`config.mk`:
```
export PLATFORM = sky130hd
export DESIGN_NAME = wb_charlie7x5_frames
export DESIGN_NICKNAME = d
export VERILOG_FILES = /design/src/rtl/wb_charlie7x5_frames.sv
export SDC_FILE = /design/constraint.sdc
export NUM_CORES = 1
export LEC_CHECK = 0
export CORE_ASPECT_RATIO = 1.25
export CORE_MARGIN = 2
export CORE_UTILIZATION = 34
export DETAILED_ROUTE_END_ITERATION = 10
export SLEW_MARGIN = 20
export SYNTH_ARGS = -nofsm -noshare
export SYNTH_HDL_FRONTEND = slang
export SYNTH_SLANG_ARGS = --single-unit
```
`constraint.sdc`:
```
create_clock -name wb_clk_i -period 2.33 [get_ports wb_clk_i]
set_input_delay 0.466 -clock wb_clk_i [delete_from_list [all_inputs] [get_ports wb_clk_i]]
set_output_delay 0.466 -clock wb_clk_i [all_outputs]
set_load 0.1 [all_outputs]
```
`src/rtl/wb_charlie7x5_frames.sv`:
```
// Double-buffered frame scheduler for the 7x5 charlieplexed LED display.
//
// The CPU fills the back bank (5 rows x 7 bits) through a pipelined Wishbone
// slave, then sets a swap request. On the next frame tick the banks swap and
// the block pushes the five front rows to the display peripheral through a
// pipelined Wishbone master (addresses 0..4). The display never sees a
// half-written frame.
//
// Ports:
//   wb_clk_i, wb_rst_i   clock, synchronous active-high reset
//   s_wb_*               CPU-facing slave: adr 0..4 back rows, adr 5 control/status
//   m_wb_*               display-facing master: row writes {25'b0, row}
module wb_charlie7x5_frames #(
  parameter int unsigned WB_CLK_HZ = 48_000_000,
  parameter int unsigned FRAME_HZ  = 50
) (
  input  logic        wb_clk_i,
  input  logic        wb_rst_i,
  input  logic        s_wb_cyc_i,
  input  logic        s_wb_stb_i,
  input  logic        s_wb_we_i,
  input  logic [2:0]  s_wb_adr_i,
  input  logic [31:0] s_wb_dat_i,
  output logic [31:0] s_wb_dat_o,
  output logic        s_wb_stall_o,
  output logic        s_wb_ack_o,
  output logic        m_wb_cyc_o,
  output logic        m_wb_stb_o,
  output logic        m_wb_we_o,
  output logic [3:0]  m_wb_adr_o,
  output logic [31:0] m_wb_dat_o,
  input  logic        m_wb_stall_i,
  input  logic        m_wb_ack_i
);

  localparam int unsigned DIV = WB_CLK_HZ / FRAME_HZ;
  localparam int unsigned CW  = (DIV > 2) ? $clog2(DIV) : 1;
  localparam logic [CW-1:0] RELOAD = CW'(DIV - 1);

  typedef enum logic [1:0] {
    IDLE,
    SEND,
    WAIT
  } state_t;

  state_t          state_q, state_d;
  logic [2:0]      idx_q, idx_d;
  logic [2:0]      acks_q, acks_d;
  logic [2:0]      acks_inc;
  logic [CW-1:0]   tick_cnt;
  logic            tick;
  logic            sel;
  logic            swap_pending;
  logic            swap;
  logic            busy;
  logic            s_req;
  logic [31:0]     rd_data;
  logic [6:0]      bank [2][5];

  // Only bit 0 (swap request) and bits 6:0 (row data) carry meaning.
  logic            unused_dat_hi;
  assign unused_dat_hi = ^s_wb_dat_i[31:7];

  assign s_req        = s_wb_cyc_i & s_wb_stb_i;
  assign s_wb_stall_o = 1'b0;
  assign m_wb_we_o    = 1'b1;

  assign tick = (tick_cnt == '0);
  assign busy = (state_q != IDLE);
  // swap_pending is the registered value, so a request written on the tick
  // cycle itself only qualifies for the following tick.
  assign swap = tick & swap_pending & (state_q == IDLE);

  always_comb begin
    rd_data = '0;
    if (s_wb_adr_i < 3'd5) begin
      rd_data = {25'b0, bank[~sel][s_wb_adr_i]};
    end else if (s_wb_adr_i == 3'd5) begin
      rd_data = {30'b0, swap_pending, busy};
    end
  end

  // A row write on the swap cycle targets the bank that is about to become
  // front (old ~sel), so it is part of the frame being pushed.
  always_ff @(posedge wb_clk_i) begin
    if (wb_rst_i) begin
      tick_cnt     <= RELOAD;
      sel          <= 1'b0;
      swap_pending <= 1'b0;
      s_wb_ack_o   <= 1'b0;
      s_wb_dat_o   <= '0;
      state_q      <= IDLE;
      idx_q        <= '0;
      acks_q       <= '0;
      for (int unsigned b = 0; b < 2; b++) begin
        for (int unsigned r = 0; r < 5; r++) begin
          bank[b][r] <= '0;
        end
      end
    end else begin
      tick_cnt   <= tick ? RELOAD : tick_cnt - 1'b1;
      state_q    <= state_d;
      idx_q      <= idx_d;
      acks_q     <= acks_d;
      s_wb_ack_o <= s_req;

      if (swap) begin
        sel          <= ~sel;
        swap_pending <= 1'b0;
      end

      if (s_req && s_wb_we_i) begin
        if (s_wb_adr_i < 3'd5) begin
          bank[~sel][s_wb_adr_i] <= s_wb_dat_i[6:0];
        end else if (s_wb_adr_i == 3'd5 && s_wb_dat_i[0]) begin
          swap_pending <= 1'b1;
        end
      end

      if (s_req && !s_wb_we_i) begin
        s_wb_dat_o <= rd_data;
      end
    end
  end

  always_comb begin
    state_d    = state_q;
    idx_d      = idx_q;
    acks_d     = acks_q;
    m_wb_cyc_o = 1'b0;
    m_wb_stb_o = 1'b0;
    m_wb_adr_o = '0;
    m_wb_dat_o = '0;
    acks_inc   = acks_q + {2'b0, m_wb_ack_i};

    case (state_q)
      IDLE: begin
        if (swap) begin
          state_d = SEND;
          idx_d   = '0;
          acks_d  = '0;
        end
      end
      SEND: begin
        m_wb_cyc_o = 1'b1;
        m_wb_stb_o = 1'b1;
        m_wb_adr_o = {1'b0, idx_q};
        m_wb_dat_o = {25'b0, bank[sel][idx_q]};
        acks_d     = acks_inc;
        if (!m_wb_stall_i) begin
          idx_d = idx_q + 3'd1;
          if (idx_q == 3'd4) begin
            // A zero-latency display may deliver the last ack with the last strobe.
            state_d = (acks_inc == 3'd5) ? IDLE : WAIT;
          end
        end
      end
      WAIT: begin
        m_wb_cyc_o = 1'b1;
        acks_d     = acks_inc;
        if (acks_inc == 3'd5) begin
          state_d = IDLE;
        end
      end
      default: begin
        state_d = IDLE;
      end
    endcase
  end

endmodule

```
==> writeup.txt, run 1 <==
Main logic family after synthesis: multiplexers. The leakage power of the design is 2.65 nW, and the proportion of register bits with asynchronous set or reset after synthesis is 0. Once synthesis finished, the tally of register bits stood at 109. OpenROAD emitted warnings numbering 56. The power group with the highest consumption was sequential cells.

The completed layout was analyzed and its total power is 4.46 mW. Per the post-place timing report, worst setup slack is -97.7 ps. The run gives 770 as the number of cells after detailed placement. Sorting the synthesized cells by how often they occur yields 70 x sky130_fd_sc_hd__edfxtp_1, 53 x sky130_fd_sc_hd__buf_4, 43 x sky130_fd_sc_hd__nand2_1, 39 x sky130_fd_sc_hd__dfxtp_1, 38 x sky130_fd_sc_hd__and2_1. Counting pins that exceed their max-slew limit in the final report gives 0. In this run the power spent charging and discharging nets is 1.35 mW. The fraction of the mapped netlist area in adder cells came out at 0.0174. Along the critical path, the tally of buffer and inverter instances is 2. The most frequently used library cell after synthesis is sky130_fd_sc_hd__edfxtp_1.

The setup slack after layout is -169 ps. The max-slew headroom at the worst pin is 0.538. Checking hold timing, the worst path is listed with class flop to flop.

The via count of the first global-routing pass came out at 3945. TritonCTS built the clock tree. Power attributed to combinational cells is 656 µW.

The fraction of the mapped netlist area in compound gates is 0.0621. After global routing the overflow that remains totals 0. The detailed router finished its first iteration with 286 violations. The pin closest to its max-slew limit shows a slew of 690 ps.

The checks that failed: negative setup slack. TritonCTS reports the number of clock sinks as 109. The final timing report counts setup violations totalling 7.

The share of layout cells above drive strength 1 works out to 0.226. The placed wire-length estimate was 10100 µm. For the data arrival time of the critical path, the log shows 2030 ps. Proportion of netlist area held by the largest area contributor: 0.366. Clock power share: 0.375.

The flow ran to the end, but the final reports show violations. With the average via count per standard cell at 5.00, the total clock buffers created by CTS is 9. With the fraction of the cycle the final worst path needs at 1.07, the clock latency on the worst-skew pair is 350 ps. Setup repair after global routing could not meet its margin everywhere. Final weighted congestion in routability-driven placement: 0.883. Summing over every cut layer, the via total after detailed routing is 3952. The library cell appearing most often on the critical path was sky130_fd_sc_hd__buf_12.

The initial antenna violation count is 0. Counting the warning lines in the Yosys log gives 0. Nets still carrying antenna violations after routing amount to 0.

On the final layout, the worst hold slack is 435 ps.
==> run 1: repair_timing <==
action | CTS | global route
pin swaps | 4 | 3
cloned | 1 | 0
resized | 11 | 3
setup buffers | 3 | 0
setup endpoints to repair | 7 | 11
==> run 1: sequential cells by signal, indices dropped and copies added, names as in the netlist, named ones only <==
| name | flops |
|---|---|
| bank | 70 |
| tick_cnt | 20 |
| s_wb_dat_o | 7 |
| acks_q | 3 |
| idx_q | 3 |
| state_q | 2 |
| s_wb_ack_o | 1 |
| sel | 1 |
| swap_pending | 1 |
==> run 1: area by class of cell <==
type                       count  area [µm²]
clock inverter                 7         108
multi-input combinational    351        2550
inverter                      18        67.6
fill                        1566        9740
timing repair buffer          76         860
sequential                   109        2890
tap                          220         275
clock buffer                   9         225
==> run 1: metal layers <==
layer | share of wire | vias up | global-route usage | wire length (µm)
met4 | 0.025 | 0 | 0.0640 | 342
li1 | - | 1830 | - | -
met1 | 0.40 | 1968 | 0.186 | 5530
met2 | 0.53 | 133 | 0.282 | 7370
met5 | 0 | - | 0 | 0
met3 | 0.044 | 21 | 0.0199 | 606
==> run 1: stage by stage <==
stage	cell area [µm²]	TNS [ps]
CTS	6960	-1140
finish	6970	-991
global placement	6560	-416
floorplan	5950	0
detailed placement	6560	-943
global route	6970	-1480
==> run 1: final timing paths <==
| check | slack, ps | from | endpoint | cells after the start |
|---|---|---|---|---|
| worst max-delay path | -170 | flop | m_wb_dat_o[4] | 6 |
| worst min-delay path | 430 | tick_cnt[0] | tick_cnt[0] | 1 |
| worst max register to register | 140 | tick_cnt[12] | swap_pending | 4 |
| worst min register to register | 430 | tick_cnt[0] | tick_cnt[0] | 1 |
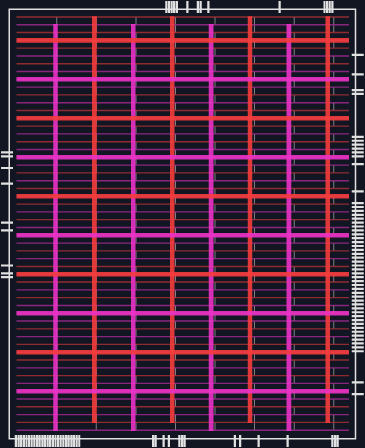
**Above:** run 1 (PDN straps and rails).
Pins as bars on the die edge. Tap cells in gray.
- red: VDD
- magenta: VSS
- rows: 53
- met5 straps: 10
- tap cells: 220
area of the placeable core: 16700 µm²
width of the chip: 120 µm
IR Drop Worst-Case VDD: 0.000333 V
vertical die dimension: 149 µm

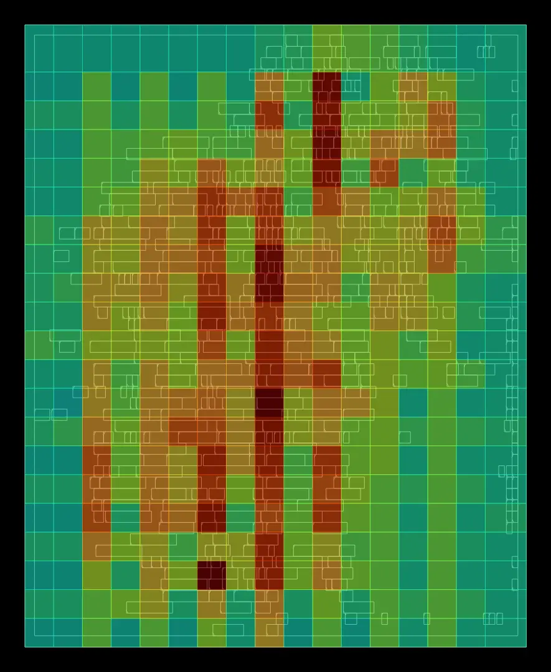
**Above:** run 1 (routing congestion map).
met2 track demand over resource in global routing: 0.282
Global Route met1 Usage: 0.186

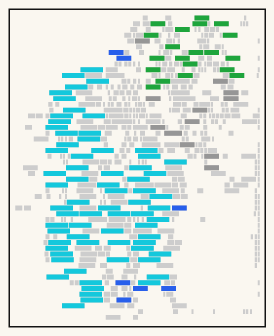
**Above:** run 1 (where the registers sit).
Other sequential cells in the stronger gray, the rest of the logic in the fainter gray.
- blue: `s_wb_dat_o` (sequential cells 7)
- green: `tick_cnt` (sequential cells 20)
- cyan: `bank` (sequential cells 70)
- not colored: 12
Sequential Area: 2890 µm²
fraction of area in registers: 0.414
power of the sequential group: 2.13 mW
final core occ: 0.417

==> run 1 -> run 2 <==
--- a/config.mk
+++ b/config.mk
@@ -5,9 +5,9 @@
 export SDC_FILE = /design/constraint.sdc
 export NUM_CORES = 1
 export LEC_CHECK = 0
-export CORE_ASPECT_RATIO = 1.25
 export CORE_MARGIN = 2
 export CORE_UTILIZATION = 34
+export CTS_CLUSTER_DIAMETER = 30
 export DETAILED_ROUTE_END_ITERATION = 10
 export SLEW_MARGIN = 20
 export SYNTH_ARGS = -nofsm -noshare
==> writeup.txt, run 2 <==
At the pin with the least slew margin, the transition time is 591 ps. For the DRC violation total after the first TritonRoute iteration, the log shows 297. By count the netlist is led by 70 x sky130_fd_sc_hd__edfxtp_1, 53 x sky130_fd_sc_hd__buf_4, 43 x sky130_fd_sc_hd__nand2_1, 39 x sky130_fd_sc_hd__dfxtp_1, 38 x sky130_fd_sc_hd__and2_1.

The max-slew headroom at the worst pin was 0.606. The arrival time of data at the worst endpoint is listed as 2100 ps. Setup repair after global routing could not meet its margin everywhere. The run gives 0.000356 V for the largest voltage drop on the vdd net. After routing, the total negative slack on setup checks comes to -1250 ps. The tools report the via total after detailed routing as 3870.

The final reports fail on negative setup slack. The placed wire-length estimate was 9870 µm; the worst setup slack before clock tree synthesis was -17.2 ps. The flow ran to the end, but the final reports show violations. Yosys reported a register bit count of 109. The proportion of register bits with asynchronous set or reset after synthesis is 0.

The number of warnings issued by yosys came out at 0. The run gives 0.366 for the clock power share. Library cell appearing most often on the critical path: sky130_fd_sc_hd__buf_12. The run gives 0.0259 for the xor/xnor cell area share of the yosys netlist.

The worst hold path belongs to the class flop to flop. With the number of buffers and inverters on the critical path at 2, the count of tool warnings is 56. The fraction of the mapped netlist area in adder cells was 0.0174. In the post-synthesis netlist, the cell with the most instances is sky130_fd_sc_hd__edfxtp_1. The most critical hold endpoint after final layout shows a slack of 450 ps.

The tools report the setup slack after layout as -238 ps. From the final report, the count of setup violators was given as 7. In this build the clock could be raised as far as 389 MHz. The run gives 134 µm for the height of the chip. The initial antenna violation count was 0.

The register with the most flip-flops in the layout has 70 of them. With the fraction of the cycle the final worst path needs at 1.10, the x dimension of the die is 134 µm. The cell type contributing the most total cell area after synthesis is sky130_fd_sc_hd__edfxtp_1. The floorplan step defined a core boundary enclosing 16500 µm². TritonCTS built the clock tree. The tools report the area of all placed cells without fillers as 6930 µm². The placed standard-cell area was 6530 µm²; the power after layout was 4.39 mW. The script extracted a total leakage power of 2.59 nW.

The switching component of the power was reported as 1.32 mW. The logs give 0 for the leftover overflow at the end of global routing and 109 for the number of clock sinks. The worst clock skew on the final layout came out at 9.05 ps. The largest registers in the layout are bank (70), tick_cnt (20), s_wb_dat_o (7). The detailed placer reported the number of placed instances as 766. With the fraction of the mapped netlist area in compound gates at 0.0621, the proportion of netlist area held by the largest area contributor is 0.366.

In the synthesized netlist, the dominant kind of combinational cell is multiplexers.
run 2: netlist changes by cell type in the layout (fill, tap and decap cells not counted), moves of 3 or more:
cell and change:
sky130_fd_sc_hd__mux2i_2 +4, sky130_fd_sc_hd__inv_8 -3, sky130_fd_sc_hd__buf_4 -3, sky130_fd_sc_hd__mux2i_1 -4
run 2: final timing paths:
kind / from / to / slack [ps] / cells after the start
max: flop / m_wb_dat_o[3] / -240 / 6
min: tick_cnt[0] / tick_cnt[0] / 450 / 1
max reg2reg: tick_cnt[12] / sel / 90 / 5
min reg2reg: tick_cnt[0] / tick_cnt[0] / 450 / 1
run 2: power by group through the flow:
stage               Sequential [mW]  Combinational [mW]  Clock [mW]
floorplan                      2.20               0.570           0
global placement               2.18               0.641           0
detailed placement             2.18               0.645           0
CTS                            2.14               0.647        1.63
global route                   2.14               0.672        1.71
finish                         2.14               0.648        1.61
run 2: cells by family after synthesis:
group / Yosys count
mux: 53
other cells: 2
buf+inv: 90
compound gates: 56
xor+xnor: 17
simple gates: 164
fa+ha+maj: 8
flops: 109
run 2: cell type report:
class                      count  area, µm²  area share
clock buffer                   9        225      0.0325
clock inverter                 6       82.6      0.0119
inverter                      18       67.6     0.00975
multi-input combinational    351       2560       0.370
sequential                   109       2890       0.417
tap                          220        275      0.0397
timing repair buffer          73        830       0.120
run 2: what timing repair did:
item / 4_1_cts / 5_1_grt
gates cloned: 2 / 0
gates resized: 14 / 4
hold endpoints to repair: 0 / 0
setup buffers: 4 / 1
setup endpoints to repair: 14 / 9
pin swaps: 6 / 3
run 2: layer usage:
metal / up-vias / global-route usage / routed length [µm]
met1: 1887 / 0.190 / 5720
met2: 138 / 0.260 / 6700
li1: 1832 / - / -
met3: 13 / 0.0336 / 818
met4: 0 / 0.0567 / 192
met5: - / 0 / 0
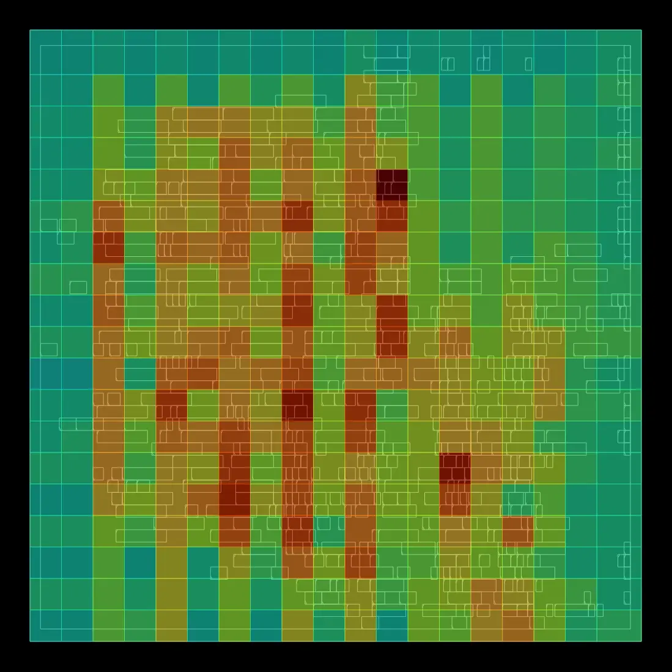
**Above:** run 2 (routing congestion map).
GR Util met3: 0.0336
final core occ: 0.419
met2 track demand over resource in global routing: 0.260

==> run 2 -> run 3 <==
--- a/config.mk
+++ b/config.mk
@@ -9,6 +9,7 @@
 export CORE_UTILIZATION = 34
 export CTS_CLUSTER_DIAMETER = 30
 export DETAILED_ROUTE_END_ITERATION = 10
+export PLACE_DENSITY = 0.61
 export SLEW_MARGIN = 20
 export SYNTH_ARGS = -nofsm -noshare
 export SYNTH_HDL_FRONTEND = slang
==> writeup.txt, run 3 <==
The stage logs contain a warning count of 56. In the routed layout, each cell is associated on average with a via count of 5.01. The flip-flop and latch count after synthesis was 109; the register-to-register path setup slack was 110 ps.

Once iteration 0 of detailed routing completed, the report listed 298 DRC markers. The flow ran to the end, but the final reports show violations. STA reports the tightest min-delay check as being of type flop to flop. The logs give 3989 for the via count of the first global-routing pass and 0 for the leftover overflow at the end of global routing.

Once the clock tree was built, the setup fixing pass inserted 4 buffers. The logs give 7 for the final tally of setup violations and 1520 for the tally of filler cells in the layout. The startpoint identified for the worst hold timing path is tick_cnt[0]. The routed length on met3 is 780 µm, and the setup slack after layout is -219 ps. Number of buffers and inverters on the critical path: 2.

The final weighted congestion in routability-driven placement came out at 0.856. TritonCTS built the clock tree. The register with the most flip-flops in the layout has 70 of them. The share of layout cells above drive strength 1 was 0.232. For the global-route met3 utilization, the log shows 0.0283. Setup repair after global routing could not meet its margin everywhere. The clock arrives with 6.87 ps of skew. The checks that failed: negative setup slack.

Max-slew headroom at the worst pin: 0.608. The final design utilization is 0.420. At the pin with the least slew margin, the transition time is 589 ps.

The CTS log lists the clock sinks for this run as 109. Count of final max-slew check failures: 0.
[run 3: final cells by class]
| class | instances | share of cell area |
|---|---|---|
| flip-flops and latches | 109 | 0.416 |
| repair buffers | 75 | 0.121 |
| clock buffers | 9 | 0.0325 |
| multi-input cells | 351 | 0.371 |
| clock inverters | 7 | 0.00957 |
| inverters | 18 | 0.00975 |
| well taps | 220 | 0.0397 |
[run 3: metrics by stage]
| stage | power [mW] | instance area, µm² | TNS (ps) |
|---|---|---|---|
| 2_1_floorplan | 2.77 | 5950 | 0 |
| 3_3_place_gp | 2.82 | 6540 | 0 |
| 3_5_place_dp | 2.83 | 6540 | -361 |
| 4_1_cts | 4.33 | 6950 | -1610 |
| 5_1_grt | 4.43 | 6930 | -1610 |
| 6_report | 4.32 | 6930 | -1210 |
[run 3: worst max path at each step]
| stage | end | start | cells past startpoint | slack, ps |
|---|---|---|---|---|
| after floorplan | m_wb_dat_o[0] | idx_q[0] | 6 | 40 |
| after global placement | state_q[0] | m_wb_ack_i | 8 | 30 |
| after detailed placement | tick_cnt[7] | tick_cnt[0] | 7 | -90 |
| after CTS | m_wb_dat_o[2] | flop | 7 | -260 |
| after global routing | m_wb_dat_o[6] | flop | 6 | -260 |
| final | m_wb_dat_o[4] | flop | 6 | -220 |
[run 3: power by group]
part	total [mW]	switching, mW	internal (mW)	leakage [nW]
clock network	1.53	0.773	0.753	0.143
logic	0.651	0.528	0.122	1.42
registers	2.14	0.0349	2.10	1.03
[run 3: cell families after synthesis]
logic type                 Yosys count
and+or+nand+nor                    164
buffers and inverters               90
other                                2
DFF                                109
muxes                               53
xor gates and xnor gates            17
AOI/OAI and AO/OA                   56
adders and majority gates            8
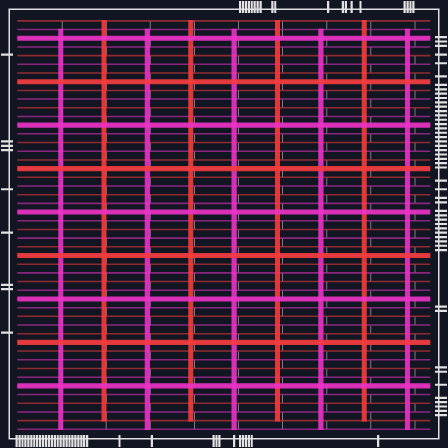
**Above:** run 3 (PDN straps and rails).
Pins as bars on the die edge. Tap cells in gray.
- magenta: VSS
- red: VDD
- rows: 47
- met4 straps: 9
area of the placeable core: 16500 µm²
IR Drop Worst-Case VDD: 0.000413 V
width of the chip: 134 µm


## Gallery

Clock network drawn from the DEF.
picture 1
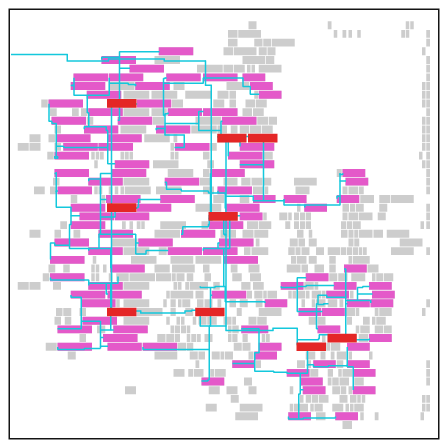
picture 2
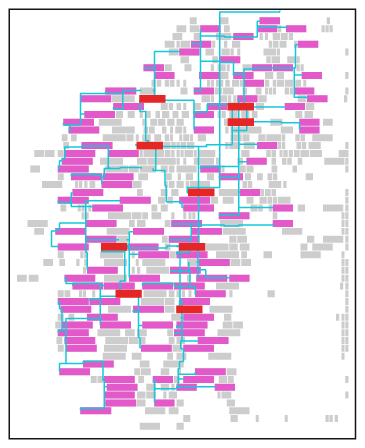
For run 3, see picture 1.
For run 1, see picture 2.

Key to picture 2:
- magenta: flip-flops (count 109)
- red: cells driving clock nets (count 9)
- cyan: clock wires (length 1270 µm)
- routed clock nets: 10

Power and IR drop assume default switching activity.
